## config.mk

```make
export PLATFORM = sky130hd
export DESIGN_NAME = csr_unit_mmode
export DESIGN_NICKNAME = d
export VERILOG_FILES = /design/src/rtl/csr_pkg.sv /design/src/rtl/csr_unit_mmode_arbiter.sv /design/src/rtl/csr_unit_mmode.sv
export SDC_FILE = /design/constraint.sdc
export NUM_CORES = 1
export LEC_CHECK = 0
export ABC_AREA = 1
export CAP_MARGIN = 20
export CORE_MARGIN = 1
export CORE_UTILIZATION = 50
export DETAILED_ROUTE_END_ITERATION = 16
export GPL_TIMING_DRIVEN = 0
export MAX_ROUTING_LAYER = met4
export PLACE_DENSITY = 0.87
export SLEW_MARGIN = 15
export SYNTH_ARGS = -nofsm -noshare
export SYNTH_HDL_FRONTEND = slang
export SYNTH_HIERARCHICAL = 1
export SYNTH_SLANG_ARGS = --single-unit
```

## constraint.sdc

```tcl
create_clock -name clk -period 3.3 [get_ports clk]
set_input_delay 0.33 -clock clk [delete_from_list [all_inputs] [get_ports clk]]
set_output_delay 0.33 -clock clk [all_outputs]
set_load 0.02 [all_outputs]
```

## src/rtl/csr_pkg.sv

```systemverilog
// Shared CSR addresses, op encoding, cause codes and the irq -> mip bit map
// for the machine-mode CSR unit.
package csr_pkg;

    localparam logic [11:0] CSR_MSTATUS   = 12'h300;
    localparam logic [11:0] CSR_MIE       = 12'h304;
    localparam logic [11:0] CSR_MTVEC     = 12'h305;
    localparam logic [11:0] CSR_MSCRATCH  = 12'h340;
    localparam logic [11:0] CSR_MEPC      = 12'h341;
    localparam logic [11:0] CSR_MCAUSE    = 12'h342;
    localparam logic [11:0] CSR_MIP       = 12'h344;
    localparam logic [11:0] CSR_MCYCLE    = 12'hB00;
    localparam logic [11:0] CSR_MINSTRET  = 12'hB02;
    localparam logic [11:0] CSR_MCYCLEH   = 12'hB80;
    localparam logic [11:0] CSR_MINSTRETH = 12'hB82;
    localparam logic [11:0] CSR_MHARTID   = 12'hF14;

    typedef enum logic [1:0] {
        CSR_OP_NONE = 2'b00,
        CSR_OP_RW   = 2'b01,
        CSR_OP_RS   = 2'b10,
        CSR_OP_RC   = 2'b11
    } csr_op_e;

    localparam logic [4:0] CAUSE_MTI       = 5'd7;
    localparam logic [4:0] CAUSE_MEI       = 5'd11;
    localparam int         CAUSE_PLAT_BASE = 14;

    localparam int MSTATUS_MIE  = 3;
    localparam int MSTATUS_MPIE = 7;

    localparam int MAX_IRQ = 18;

    // irq[0] -> MTI (bit 7), irq[1] -> MEI (bit 11), irq[k>=2] -> bit 14+k
    function automatic logic [31:0] mip_map(input logic [MAX_IRQ-1:0] irq);
        logic [31:0] m;
        m     = '0;
        m[7]  = irq[0];
        m[11] = irq[1];
        for (int k = 2; k < MAX_IRQ; k++) m[CAUSE_PLAT_BASE+k] = irq[k];
        return m;
    endfunction

endpackage

```

## src/rtl/csr_unit_mmode_arbiter.sv

```systemverilog
// Fixed-priority interrupt encoder: MEI > MTI > platform (lowest index first).
// Input is in irq-index order (0 = MTI, 1 = MEI, k = platform k).
module csr_irq_arbiter
    import csr_pkg::*;
#(
    parameter int NUM_IRQ = 4
) (
    input  logic [NUM_IRQ-1:0] active,
    output logic               valid,
    output logic [4:0]         code
);

    always_comb begin
        valid = |active;
        code  = '0;
        // Descending scan so the lowest platform index is the last to assign.
        for (int k = NUM_IRQ - 1; k >= 2; k--) begin
            if (active[k]) code = 5'(CAUSE_PLAT_BASE + k);
        end
        if (active[0]) code = CAUSE_MTI;
        if (active[1]) code = CAUSE_MEI;
    end

endmodule

```

## src/rtl/csr_unit_mmode.sv

```systemverilog
// Machine-mode CSR file and interrupt controller for the RV32 core.
// Optional 64-bit mcycle/minstret counters are built when CSR_COUNTERS_EN is defined.
module csr_unit_mmode
    import csr_pkg::*;
#(
    parameter int          NUM_IRQ     = 4,
    parameter logic [31:0] MTVEC_RESET = 32'h0000_0000,
    parameter logic [31:0] HART_ID     = 32'd0
) (
    input  logic               clk,
    input  logic               rst,
    input  logic               csr_re,
    input  logic               csr_we,
    input  logic [1:0]         csr_op,
    input  logic [11:0]        csr_addr,
    input  logic [31:0]        csr_wdata,
    output logic [31:0]        csr_rdata,
    output logic               illegal_csr,
    input  logic [31:0]        pc,
    input  logic               is_mret,
    input  logic               instr_retire,
    input  logic [NUM_IRQ-1:0] irq_i,
    output logic               trap_taken,
    output logic [31:0]        trap_pc
);

    localparam logic [MAX_IRQ-1:0] IRQ_IMPL = MAX_IRQ'((64'd1 << NUM_IRQ) - 64'd1);
    localparam logic [31:0]        MIP_MASK = mip_map(IRQ_IMPL);

    logic [31:0] mip_q, mie_q, mtvec_q, mepc_q, mcause_q, mscratch_q;
    logic        mstatus_mie, mstatus_mpie;
`ifdef CSR_COUNTERS_EN
    logic [63:0] mcycle_q, minstret_q;
`endif

    csr_op_e           op;
    logic [MAX_IRQ-1:0] irq_ext;
    logic [NUM_IRQ-1:0] active;
    logic              arb_valid, impl, read_only, irq_take, wr_en;
    logic [4:0]        arb_code;
    logic [31:0]       old, wval, mstatus_rd, base;
    logic              unused_bits;

    assign op = csr_op_e'(csr_op);

    always_comb begin
        irq_ext                = '0;
        irq_ext[NUM_IRQ-1:0]   = irq_i;
        active                 = '0;
        active[0]              = mip_q[7] & mie_q[7];
        active[1]              = mip_q[11] & mie_q[11];
        for (int k = 2; k < NUM_IRQ; k++)
            active[k] = mip_q[CAUSE_PLAT_BASE+k] & mie_q[CAUSE_PLAT_BASE+k];
    end

    csr_irq_arbiter #(.NUM_IRQ(NUM_IRQ)) u_arb (
        .active (active),
        .valid  (arb_valid),
        .code   (arb_code)
    );

    assign mstatus_rd = {19'b0, 2'b11, 3'b0, mstatus_mpie, 3'b0, mstatus_mie, 3'b0};

    always_comb begin
        old  = '0;
        impl = 1'b1;
        case (csr_addr)
            CSR_MSTATUS:   old = mstatus_rd;
            CSR_MIE:       old = mie_q;
            CSR_MTVEC:     old = mtvec_q;
            CSR_MSCRATCH:  old = mscratch_q;
            CSR_MEPC:      old = mepc_q;
            CSR_MCAUSE:    old = mcause_q;
            CSR_MIP:       old = mip_q;
            CSR_MHARTID:   old = HART_ID;
`ifdef CSR_COUNTERS_EN
            CSR_MCYCLE:    old = mcycle_q[31:0];
            CSR_MCYCLEH:   old = mcycle_q[63:32];
            CSR_MINSTRET:  old = minstret_q[31:0];
            CSR_MINSTRETH: old = minstret_q[63:32];
`endif
            default:       impl = 1'b0;
        endcase
    end

    always_comb begin
        case (op)
            CSR_OP_RW: wval = csr_wdata;
            CSR_OP_RS: wval = old | csr_wdata;
            CSR_OP_RC: wval = old & ~csr_wdata;
            default:   wval = old;
        endcase
    end

    assign read_only   = (csr_addr == CSR_MIP) || (csr_addr == CSR_MHARTID);
    assign illegal_csr = (csr_re | csr_we) & (~impl | (csr_we & read_only));
    assign csr_rdata   = csr_re ? old : 32'd0;

    // mret takes priority; the interrupt is re-evaluated next cycle.
    assign irq_take = mstatus_mie & arb_valid & ~is_mret;
    assign wr_en    = csr_we & (op != CSR_OP_NONE) & ~illegal_csr & ~irq_take;

    assign base       = {mtvec_q[31:2], 2'b00};
    assign trap_taken = is_mret | irq_take;
    always_comb begin
        trap_pc = base;
        if (is_mret)
            trap_pc = mepc_q;
        else if (irq_take && mtvec_q[1:0] == 2'b01)
            trap_pc = base + {25'b0, arb_code, 2'b00};
    end

    always_ff @(posedge clk) begin
        if (rst) begin
            mip_q        <= '0;
            mie_q        <= '0;
            mtvec_q      <= MTVEC_RESET;
            mepc_q       <= '0;
            mcause_q     <= '0;
            mscratch_q   <= '0;
            mstatus_mie  <= 1'b0;
            mstatus_mpie <= 1'b0;
        end else begin
            mip_q <= mip_map(irq_ext);
            if (wr_en) begin
                case (csr_addr)
                    CSR_MSTATUS: begin
                        mstatus_mie  <= wval[MSTATUS_MIE];
                        mstatus_mpie <= wval[MSTATUS_MPIE];
                    end
                    CSR_MIE:      mie_q      <= wval & MIP_MASK;
                    CSR_MTVEC:    mtvec_q    <= wval[1] ? {wval[31:2], 2'b00} : wval;
                    CSR_MSCRATCH: mscratch_q <= wval;
                    CSR_MEPC:     mepc_q     <= {wval[31:2], 2'b00};
                    CSR_MCAUSE:   mcause_q   <= wval;
                    default: ;
                endcase
            end
            if (irq_take) begin
                mepc_q       <= {pc[31:2], 2'b00};
                mcause_q     <= {1'b1, 26'b0, arb_code};
                mstatus_mpie <= mstatus_mie;
                mstatus_mie  <= 1'b0;
            end
            if (is_mret) begin
                mstatus_mie  <= mstatus_mpie;
                mstatus_mpie <= 1'b1;
            end
        end
    end

`ifdef CSR_COUNTERS_EN
    // A write to one half suppresses that cycle's increment and leaves the other half alone.
    always_ff @(posedge clk) begin
        if (rst) begin
            mcycle_q   <= '0;
            minstret_q <= '0;
        end else begin
            if (wr_en && csr_addr == CSR_MCYCLE)       mcycle_q[31:0]  <= wval;
            else if (wr_en && csr_addr == CSR_MCYCLEH) mcycle_q[63:32] <= wval;
            else                                       mcycle_q        <= mcycle_q + 64'd1;

            if (wr_en && csr_addr == CSR_MINSTRET)       minstret_q[31:0]  <= wval;
            else if (wr_en && csr_addr == CSR_MINSTRETH) minstret_q[63:32] <= wval;
            else if (instr_retire)                       minstret_q        <= minstret_q + 64'd1;
        end
    end
    assign unused_bits = ^pc[1:0];
`else
    assign unused_bits = ^{pc[1:0], instr_retire};
`endif

endmodule

```

==> flow_summary.html, run 1 <==
<h2>Implementation results</h2>
<table>
<tr><th>Metric</th><th>Value</th></tr>
<tr><th colspan="2">Floorplanning</th></tr>
<tr><td>Die width</td><td>136 um</td></tr>
<tr><td>Placeable core area</td><td>17500 um^2</td></tr>
<tr><td>Num rows</td><td>48</td></tr>
<tr><th colspan="2">Power and ir drop</th></tr>
<tr><td>Combinational logic power</td><td>0.389 mW</td></tr>
<tr><td>Power density normalized to cell area</td><td>343 nW/um^2</td></tr>
<tr><td>Share of total power in the clock network</td><td>49.2%</td></tr>
<tr><td>Cell internal power dissipation</td><td>2.93 mW</td></tr>
<tr><td>Switching power of the nets</td><td>1.06 mW</td></tr>
<tr><td>Worst vdd ir</td><td>345 uV</td></tr>
<tr><th colspan="2">Drt</th></tr>
<tr><td>DR iter-0 viols</td><td>1472</td></tr>
<tr><td>1st-pass router iterations</td><td>6</td></tr>
<tr><td>Routed WL per cell</td><td>18.7 um</td></tr>
<tr><th colspan="2">Setup path</th></tr>
<tr><td>Launching element of the worst setup path</td><td>mie_q[11]</td></tr>
<tr><td>Worst Path Class, Setup</td><td>reg2out</td></tr>
<tr><td>Element type at the critical path start</td><td>flip-flop</td></tr>
<tr><td>Data arrival time of the critical path</td><td>3.01 ns</td></tr>
<tr><td>CP required</td><td>2.97 ns</td></tr>
<tr><td>Worst Path Max Fanout</td><td>4</td></tr>
<tr><th colspan="2">Run status</th></tr>
<tr><td>Outcome</td><td>complete, but fails checks</td></tr>
<tr><td>Violated checks</td><td>setup timing</td></tr>
<tr><th colspan="2">STA</th></tr>
<tr><td>Worst hold slack</td><td>0.394 ns</td></tr>
<tr><td>Count of final max-slew check failures</td><td>0</td></tr>
<tr><td>Setup violators final</td><td>3</td></tr>
<tr><td>Worst Slack Setup Final</td><td>-0.0354 ns</td></tr>
<tr><td>Post-layout min period</td><td>3.34 ns</td></tr>
<tr><td>Crit share post-route</td><td>101%</td></tr>
<tr><th colspan="2">CTS</th></tr>
<tr><td>Clk ins delay skew pair</td><td>0.44 ns</td></tr>
<tr><td>Sink Count</td><td>135</td></tr>
<tr><td>Clk Tree Root Cell</td><td>sky130_fd_sc_hd__clkbuf_16</td></tr>
<tr><td>Number of CTS-inserted buffers</td><td>17</td></tr>
<tr><td>Clock slew seen by the registers of the worst setup and hold paths</td><td>0.07 ns</td></tr>
<tr><td>Hold-fix buffer count after cts</td><td>0</td></tr>
<tr><th colspan="2">Placement</th></tr>
<tr><td>Placer Congestion</td><td>1.09</td></tr>
<tr><td>I/O Buffers</td><td>147</td></tr>
<tr><th colspan="2">Layout</th></tr>
<tr><td>Sequential cell area</td><td>2710 um^2</td></tr>
<tr><td>Area taken by multi-input logic gates</td><td>5560 um^2</td></tr>
<tr><td>Filler cell count in the final layout</td><td>1596</td></tr>
<tr><th colspan="2">Logic synthesis</th></tr>
<tr><td>EDFF count, synth</td><td>0</td></tr>
<tr><td>Number of warning messages in the yosys log</td><td>6</td></tr>
<tr><td>Area reported by Yosys stat</td><td>9030 um^2</td></tr>
<tr><td>Leading post-synthesis cells by cell area</td><td>sky130_fd_sc_hd__dfxtp_1 (30%), sky130_fd_sc_hd__nand2_1 (17%), sky130_fd_sc_hd__nor2_1 (13%)</td></tr>
<tr><td>Top cell types by occurrence after synthesis</td><td>sky130_fd_sc_hd__nand2_1 (409), sky130_fd_sc_hd__nor2_1 (304), sky130_fd_sc_hd__o21ai_0 (175)</td></tr>
<tr><td>Fraction of synthesis flops using an asynchronous set or reset pin</td><td>0%</td></tr>
<tr><td>Library cell occupying the most area in the post-synthesis netlist</td><td>sky130_fd_sc_hd__dfxtp_1</td></tr>
<tr><td>Cell total in the yosys stat output</td><td>1533</td></tr>
<tr><td>Post-synthesis area per instance</td><td>5.89 um^2</td></tr>
<tr><td>Flip-flop and latch count after synthesis</td><td>135</td></tr>
<tr><th colspan="2">Global routing</th></tr>
<tr><td>Sum of overflow across all layers after global routing</td><td>0</td></tr>
<tr><th colspan="2">Worst hold path</th></tr>
<tr><td>Worst hold path class</td><td>in2reg</td></tr>
<tr><td>Hold wc startpoint</td><td>irq_i[1]</td></tr>
</table>
run 1: worst paths after layout:
check,to,slack (ns),cells past startpoint
setup / recovery,trap_pc[4],-0.04,13
hold / removal,mip_q[11],0.39,3
setup reg to reg,mepc_q[16],0.80,13
hold reg to reg,mcause_q[21],0.45,2
run 1: layer usage:
metal  global-route usage [%]  up-vias  wire, um
li1                         -     5281         -
met2                     59.3      813     15500
met3                     9.62      132      4740
met4                     18.1        0      1590
met1                     52.4     5014     14700
met5                        -        -         0
run 1: worst max-delay path, stage by stage, from the launching register on:
cell	delay [ns]
sky130_fd_sc_hd__dfxtp_2	0.34
sky130_fd_sc_hd__nand2_2	0.08
sky130_fd_sc_hd__inv_2	0.09
sky130_fd_sc_hd__inv_1	0.05
sky130_fd_sc_hd__nand2_2	0.08
sky130_fd_sc_hd__inv_1	0.13
sky130_fd_sc_hd__fa_2	0.41
sky130_fd_sc_hd__buf_4	0.15
sky130_fd_sc_hd__buf_4	0.12
sky130_fd_sc_hd__xor2_1	0.14
sky130_fd_sc_hd__nand2_1	0.06
sky130_fd_sc_hd__o21ai_0	0.08
sky130_fd_sc_hd__o21ai_0	0.20
sky130_fd_sc_hd__clkdlybuf4s50_1	0.64
run 1: stage by stage:
| stage | instances | setup TNS [ns] | setup slack, ns | total power, mW | utilization [%] |
|---|---|---|---|---|---|
| 3_5_place_dp | 1906 | -4.26 | -0.619 | 2.04 | 61.7 |
| 4_1_cts | 1946 | -0.123 | -0.0792 | 3.95 | 66.0 |
| 3_3_place_gp | 1906 | -4.17 | -0.645 | 2.04 | 61.7 |
| 6_report | 1953 | -0.0485 | -0.0354 | 3.99 | 66.5 |
| 5_1_grt | 1953 | -0.791 | -0.146 | 4.06 | 66.5 |
| 2_1_floorplan | 1534 | 0 | 0.361 | 1.84 | - |
run 1: placed cells by master, fill, tap and decap left out, drive strengths merged, types with 4 or more instances in the layout:
cell type | netlist | final
a21oi | 64 | 64
buf | 41 | 61
clkbuf | 44 | 75
clkdlybuf4s50 | 0 | 120
clkinv | 1 | 6
dfxtp | 135 | 135
dlygate4sd2 | 0 | 7
ha | 5 | 5
inv | 121 | 126
nand2 | 421 | 421
nand3 | 114 | 114
nand4 | 14 | 14
nor2 | 316 | 316
nor3 | 11 | 11
o21ai | 208 | 208
xnor2 | 4 | 4
xor2 | 11 | 11
run 1: flip-flops by register name, indices dropped and copies added (netlist names):
register	count
mtvec_q	31
mscratch_q	32
mstatus_mpie	1
mstatus_mie	1
mepc_q	30
mie_q	4
mip_q	4
mcause_q	32
run 1: kinds of logic (layout without fill, tap and decap cells):
logic type,after synthesis,after routing,share of synthesized area [%]
simple gates,885,885,41.1
xor+xnor,15,15,1.46
mux,1,1,0.111
buf+inv,207,401,10.4
fa+ha+maj,6,6,0.915
flops,135,135,29.9
other cells,1,2,0.0415
compound gates,283,283,16.0
run 1: cell type report:
type / count / share of cell area (%)
buffer: 85 / 4.18
clock buffer: 18 / 3.78
clock inverter: 14 / 1.41
inverter: 122 / 3.96
tap: 225 / 2.42
timing repair buffer: 162 / 13.0
sequential: 135 / 23.4
multi-input combinational: 1192 / 47.9
==> run_1/gate_families.png <==
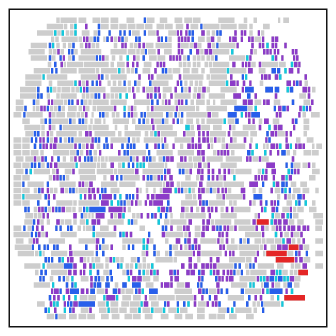
Key: red = adder and majority cells [cells 6, where lower right]; blue = NOR gates [cells 330, where widely spread]; cyan = inverters [cells 122, where widely spread]; purple = NAND gates [cells 552, where widely spread]

==> run_1/registers.png <==
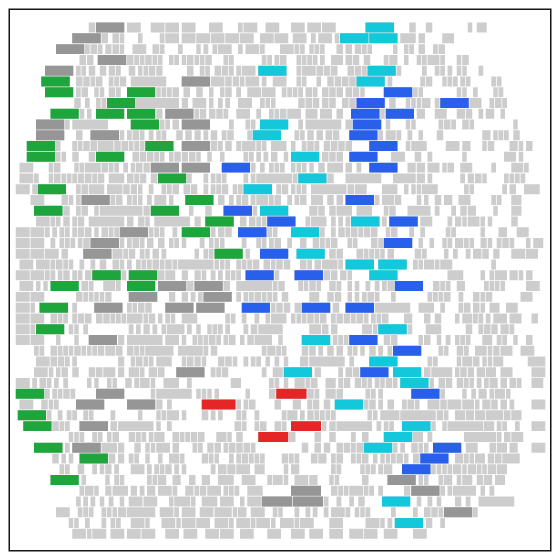
Key: cyan = mepc_q [placed flops 30]; blue = mtvec_q [placed flops 31]; red = mie_q [placed flops 4, where bottom center]; green = mscratch_q [placed flops 32]
Another 38 sequential cells are not colored.
seq pwr: 1.64 mW
sequential share of cell area: 23.4%

==> run_1/met3.png <==
Scale bar: 50 um.
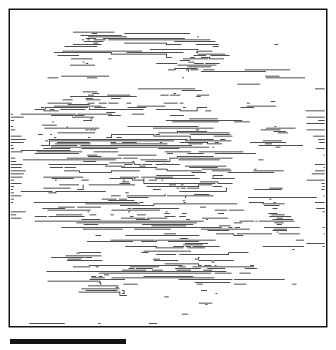
The layer carries 4750 um of wire. The layer holds 13% of the routed length. The wires run mostly horizontal. 330 nets have wire on it.
total number of vias: 11200
total length of routed wires: 36500 um
GRT met3 Usage: 9.62%

==> run_1/final_congestion.png <==
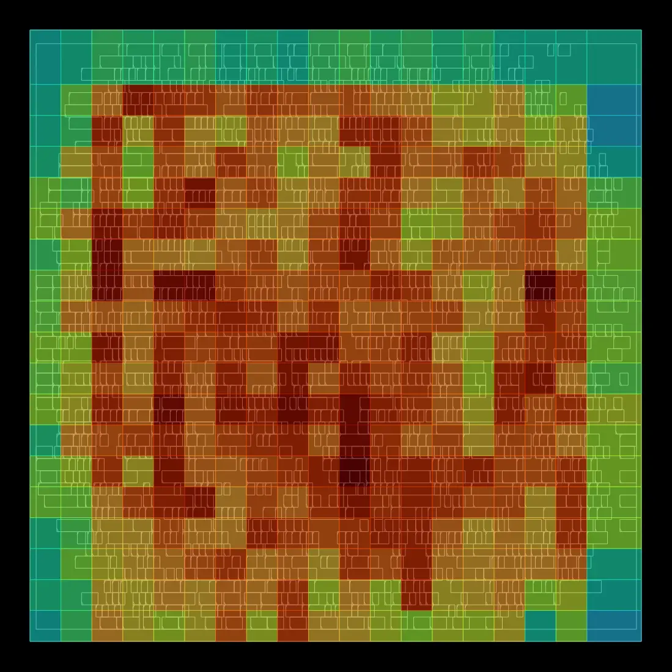

## Run 2: what changed since run 1
- CTS_BUF_LIST: default -> sky130_fd_sc_hd__clkbuf_4 sky130_fd_sc_hd__clkbuf_8 sky130_fd_sc_hd__clkbuf_16
- GPL_TIMING_DRIVEN: 0 -> default
- SETUP_SLACK_MARGIN: default -> 0.05
==> run_2/final_congestion.png <==
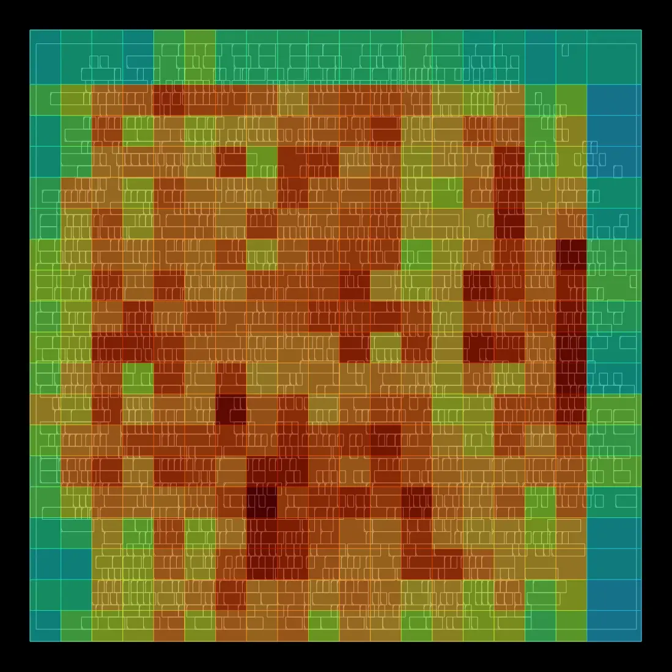
GR Util met1: 52.9%
most crowded layer after global routing: met2
Routed WL per cell: 17.7 um
met2 layer usage reported by global route: 53.5%
GRT met3 Usage: 7.76%

==> run 2 against run 1 <==
- the flow now finishes without violations
- worst setup slack improved by 0.044 ns
- power shrank 1.9%
- first-iteration DRC count shrank 12%
- critical endpoint is now trap_pc[30]
- register-to-register slack got worse by 0.34 ns
==> flow_summary.html, run 2 <==
<h2>Implementation results</h2>
<table>
<tr><th>Metric</th><th>Value</th></tr>
<tr><th colspan="2">Run status</th></tr>
<tr><td>Outcome</td><td>finished clean (was complete, but fails checks)</td></tr>
<tr><th colspan="2">Layout</th></tr>
<tr><td>Most frequently placed logic cells in the final layout</td><td>sky130_fd_sc_hd__nand2_1 (396), sky130_fd_sc_hd__nor2_1 (296), sky130_fd_sc_hd__o21ai_0 (172) (was sky130_fd_sc_hd__nand2_1 (397), sky130_fd_sc_hd__nor2_1 (296), sky130_fd_sc_hd__o21ai_0 (162))</td></tr>
<tr><td>Number of standard cells in the layout, taps in and fillers out</td><td>1921 (was 1953)</td></tr>
<tr><td>Largest registers in the final layout</td><td>mcause_q (32), mscratch_q (32), mtvec_q (31) (unchanged)</td></tr>
<tr><td>Commonest non-fill, non-tap cell in the layout</td><td>sky130_fd_sc_hd__nand2_1 (unchanged)</td></tr>
<tr><th colspan="2">Floorplanning</th></tr>
<tr><td>Num rows</td><td>48 (unchanged)</td></tr>
<tr><th colspan="2">STA</th></tr>
<tr><td>Setup TNS after final layout</td><td>0 ns (was -0.0485 ns)</td></tr>
<tr><td>Crit share post-route</td><td>99.7% (was 101%)</td></tr>
<tr><td>Setup violators final</td><td>0 (was 3)</td></tr>
<tr><td>Count of final max-slew check failures</td><td>0 (unchanged)</td></tr>
<tr><th colspan="2">Power and ir drop</th></tr>
<tr><td>Worst vdd ir</td><td>438 uV (was 345 uV)</td></tr>
<tr><td>Power density normalized to cell area</td><td>339 nW/um^2 (was 343 nW/um^2)</td></tr>
<tr><th colspan="2">Setup path</th></tr>
<tr><td>R2R cell count</td><td>14 (was 13)</td></tr>
<tr><td>Crit path max-delay family</td><td>simple AND/OR/NAND/NOR gates (was buffers and inverters)</td></tr>
<tr><td>Worst Path Class, Setup</td><td>reg2out (unchanged)</td></tr>
<tr><td>Worst Path Max Fanout</td><td>4 (unchanged)</td></tr>
<tr><td>Worst setup slack for register-to-register paths</td><td>0.46 ns (was 0.80 ns)</td></tr>
<tr><td>Slowest cell on the critical path</td><td>sky130_fd_sc_hd__fa_2 (was sky130_fd_sc_hd__clkdlybuf4s50_1)</td></tr>
<tr><td>Critical Path Most Common Cell</td><td>sky130_fd_sc_hd__nand2_2</td></tr>
<tr><td>CP required</td><td>2.97 ns (about the same)</td></tr>
<tr><td>Endpoint of the worst-slack reg-to-reg timing path</td><td>mtvec_q[31] (was mepc_q[16])</td></tr>
<tr><th colspan="2">CTS</th></tr>
<tr><td>Number of CTS-inserted buffers</td><td>17 (unchanged)</td></tr>
<tr><td>Hold-fix buffer count after cts</td><td>0 (unchanged)</td></tr>
<tr><td>Sink Count</td><td>135 (unchanged)</td></tr>
<tr><td>Clk Tree Root Cell</td><td>sky130_fd_sc_hd__clkbuf_16 (unchanged)</td></tr>
<tr><td>Clk ins delay skew pair</td><td>0.44 ns (about the same)</td></tr>
<tr><th colspan="2">Logic synthesis</th></tr>
<tr><td>Area reported by Yosys stat</td><td>9030 um^2 (unchanged)</td></tr>
<tr><td>Flip-flop and latch count after synthesis</td><td>135 (unchanged)</td></tr>
<tr><td>Cell total in the yosys stat output</td><td>1533 (unchanged)</td></tr>
<tr><td>Top cell types by occurrence after synthesis</td><td>sky130_fd_sc_hd__nand2_1 (409), sky130_fd_sc_hd__nor2_1 (304), sky130_fd_sc_hd__o21ai_0 (175) (unchanged)</td></tr>
<tr><td>Library cell occupying the most area in the post-synthesis netlist</td><td>sky130_fd_sc_hd__dfxtp_1 (unchanged)</td></tr>
<tr><td>Post-synthesis area per instance</td><td>5.89 um^2 (unchanged)</td></tr>
<tr><th colspan="2">Drt</th></tr>
<tr><td>1st-pass router iterations</td><td>7 (was 6)</td></tr>
<tr><td>Total number of vias</td><td>11000 (was 11200)</td></tr>
<tr><td>DR iter-0 viols</td><td>1297 (was 1472)</td></tr>
<tr><th colspan="2">Worst hold path</th></tr>
<tr><td>Hold wc startpoint</td><td>irq_i[2] (was irq_i[1])</td></tr>
<tr><th colspan="2">Placement</th></tr>
<tr><td>Dpl cells</td><td>1882 (was 1906)</td></tr>
<tr><td>I/O Buffers</td><td>148 (was 147)</td></tr>
<tr><th colspan="2">Global routing</th></tr>
<tr><td>Sum of overflow across all layers after global routing</td><td>0 (unchanged)</td></tr>
</table>
==> run_2/registers.png <==
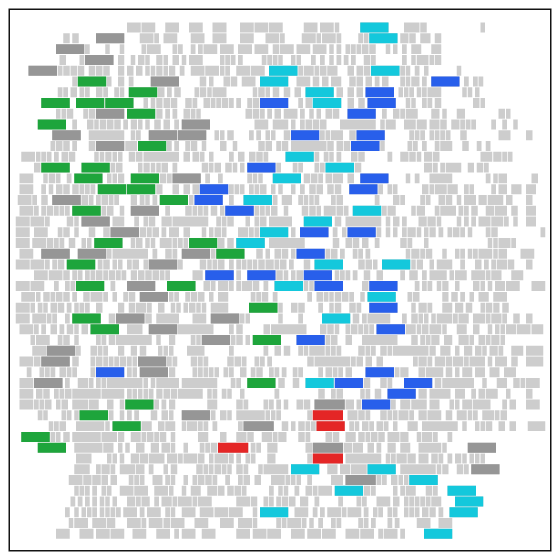
Key: green = mscratch_q [placed flops 32]; blue = mtvec_q [placed flops 31]; red = mie_q [placed flops 4, where bottom center]; cyan = mepc_q [placed flops 30]
Another 38 sequential cells are not colored.

-- run 2: worst register-to-register path, stage by stage (launching register included) --
cell and delay, ns:
sky130_fd_sc_hd__dfxtp_2 0.34, sky130_fd_sc_hd__nand2_2 0.07, sky130_fd_sc_hd__inv_2 0.07, sky130_fd_sc_hd__nor2_2 0.05, sky130_fd_sc_hd__buf_4 0.13, sky130_fd_sc_hd__nand2_1 0.07, sky130_fd_sc_hd__inv_1 0.06, sky130_fd_sc_hd__nor3_4 0.15
sky130_fd_sc_hd__buf_4 0.39, sky130_fd_sc_hd__inv_2 0.35, sky130_fd_sc_hd__nand4_2 0.20, sky130_fd_sc_hd__buf_4 0.32, sky130_fd_sc_hd__inv_2 0.19, sky130_fd_sc_hd__o21ai_0 0.25, sky130_fd_sc_hd__nor2_1 0.07
-- run 2: cell type report --
type | count | area (um^2)
multi-input combinational | 1192 | 5540
timing repair buffer | 215 | 1950
clock buffer | 17 | 425
inverter | 122 | 460
sequential | 135 | 2710
tap | 225 | 282
fill | 1560 | 5930
clock inverter | 15 | 176
-- run 2: worst max path at each step --
stage	end	startpoint
2_1_floorplan	trap_pc[18]	mie_q[11]
3_3_place_gp	trap_pc[30]	mip_q[11]
3_5_place_dp	trap_pc[24]	mip_q[11]
4_1_cts	trap_pc[30]	mip_q[16]
5_1_grt	trap_pc[30]	mie_q[11]
6_report	trap_pc[30]	mie_q[11]
-- run 2: cell families after synthesis --
logic type / Yosys count / synth area share, %
AND-OR/OR-AND: 283 / 16.0
XOR/XNOR: 15 / 1.46
adder cells (fa/ha/maj): 6 / 0.915
buffers and inverters: 207 / 10.4
flip-flops: 135 / 29.9
multiplexers: 1 / 0.111
other: 1 / 0.0415
AND/OR/NAND/NOR: 885 / 41.1
-- run 2: through the flow --
step / power (mW) / hold WS, ns / util, % / setup slack, ns / instance area [um^2]
final: 3.91 / 0.411 / 66.1 / 0.00846 / 11500
after floorplan: 1.84 / 0.424 / - / 0.361 / 9030
after global placement: 2.03 / 0.432 / 61.8 / -0.0540 / 10800
after global routing: 4.00 / 0.437 / 66.1 / -0.0738 / 11500
after detailed placement: 2.03 / 0.440 / 61.8 / -0.0896 / 10800
after CTS: 3.90 / 0.418 / 65.7 / -0.0363 / 11500
-- run 2: repair_timing --
action                     CTS  global route
cloned                       0             0
pin swaps                    6            12
gates resized               81            82
setup endpoints to repair   25            32
setup buffers                4             3
-- run 2: routing by layer --
layer,part of all wire (%),up-vias,wire [um]
met4,2.7,0,904
met1,41,4954,14100
met2,43,713,14600
li1,-,5209,-
met5,0,-,0
met3,13,75,4500
-- run 2: where the power goes --
part / internal, mW / total, mW / switching, mW
Clock: 1.02 / 1.90 / 0.882
Sequential: 1.63 / 1.64 / 0.00454
Combinational: 0.148 / 0.372 / 0.224
Total: 2.80 / 3.91 / 1.11
No activity file was given, so power comes from the tool's default toggle rates.
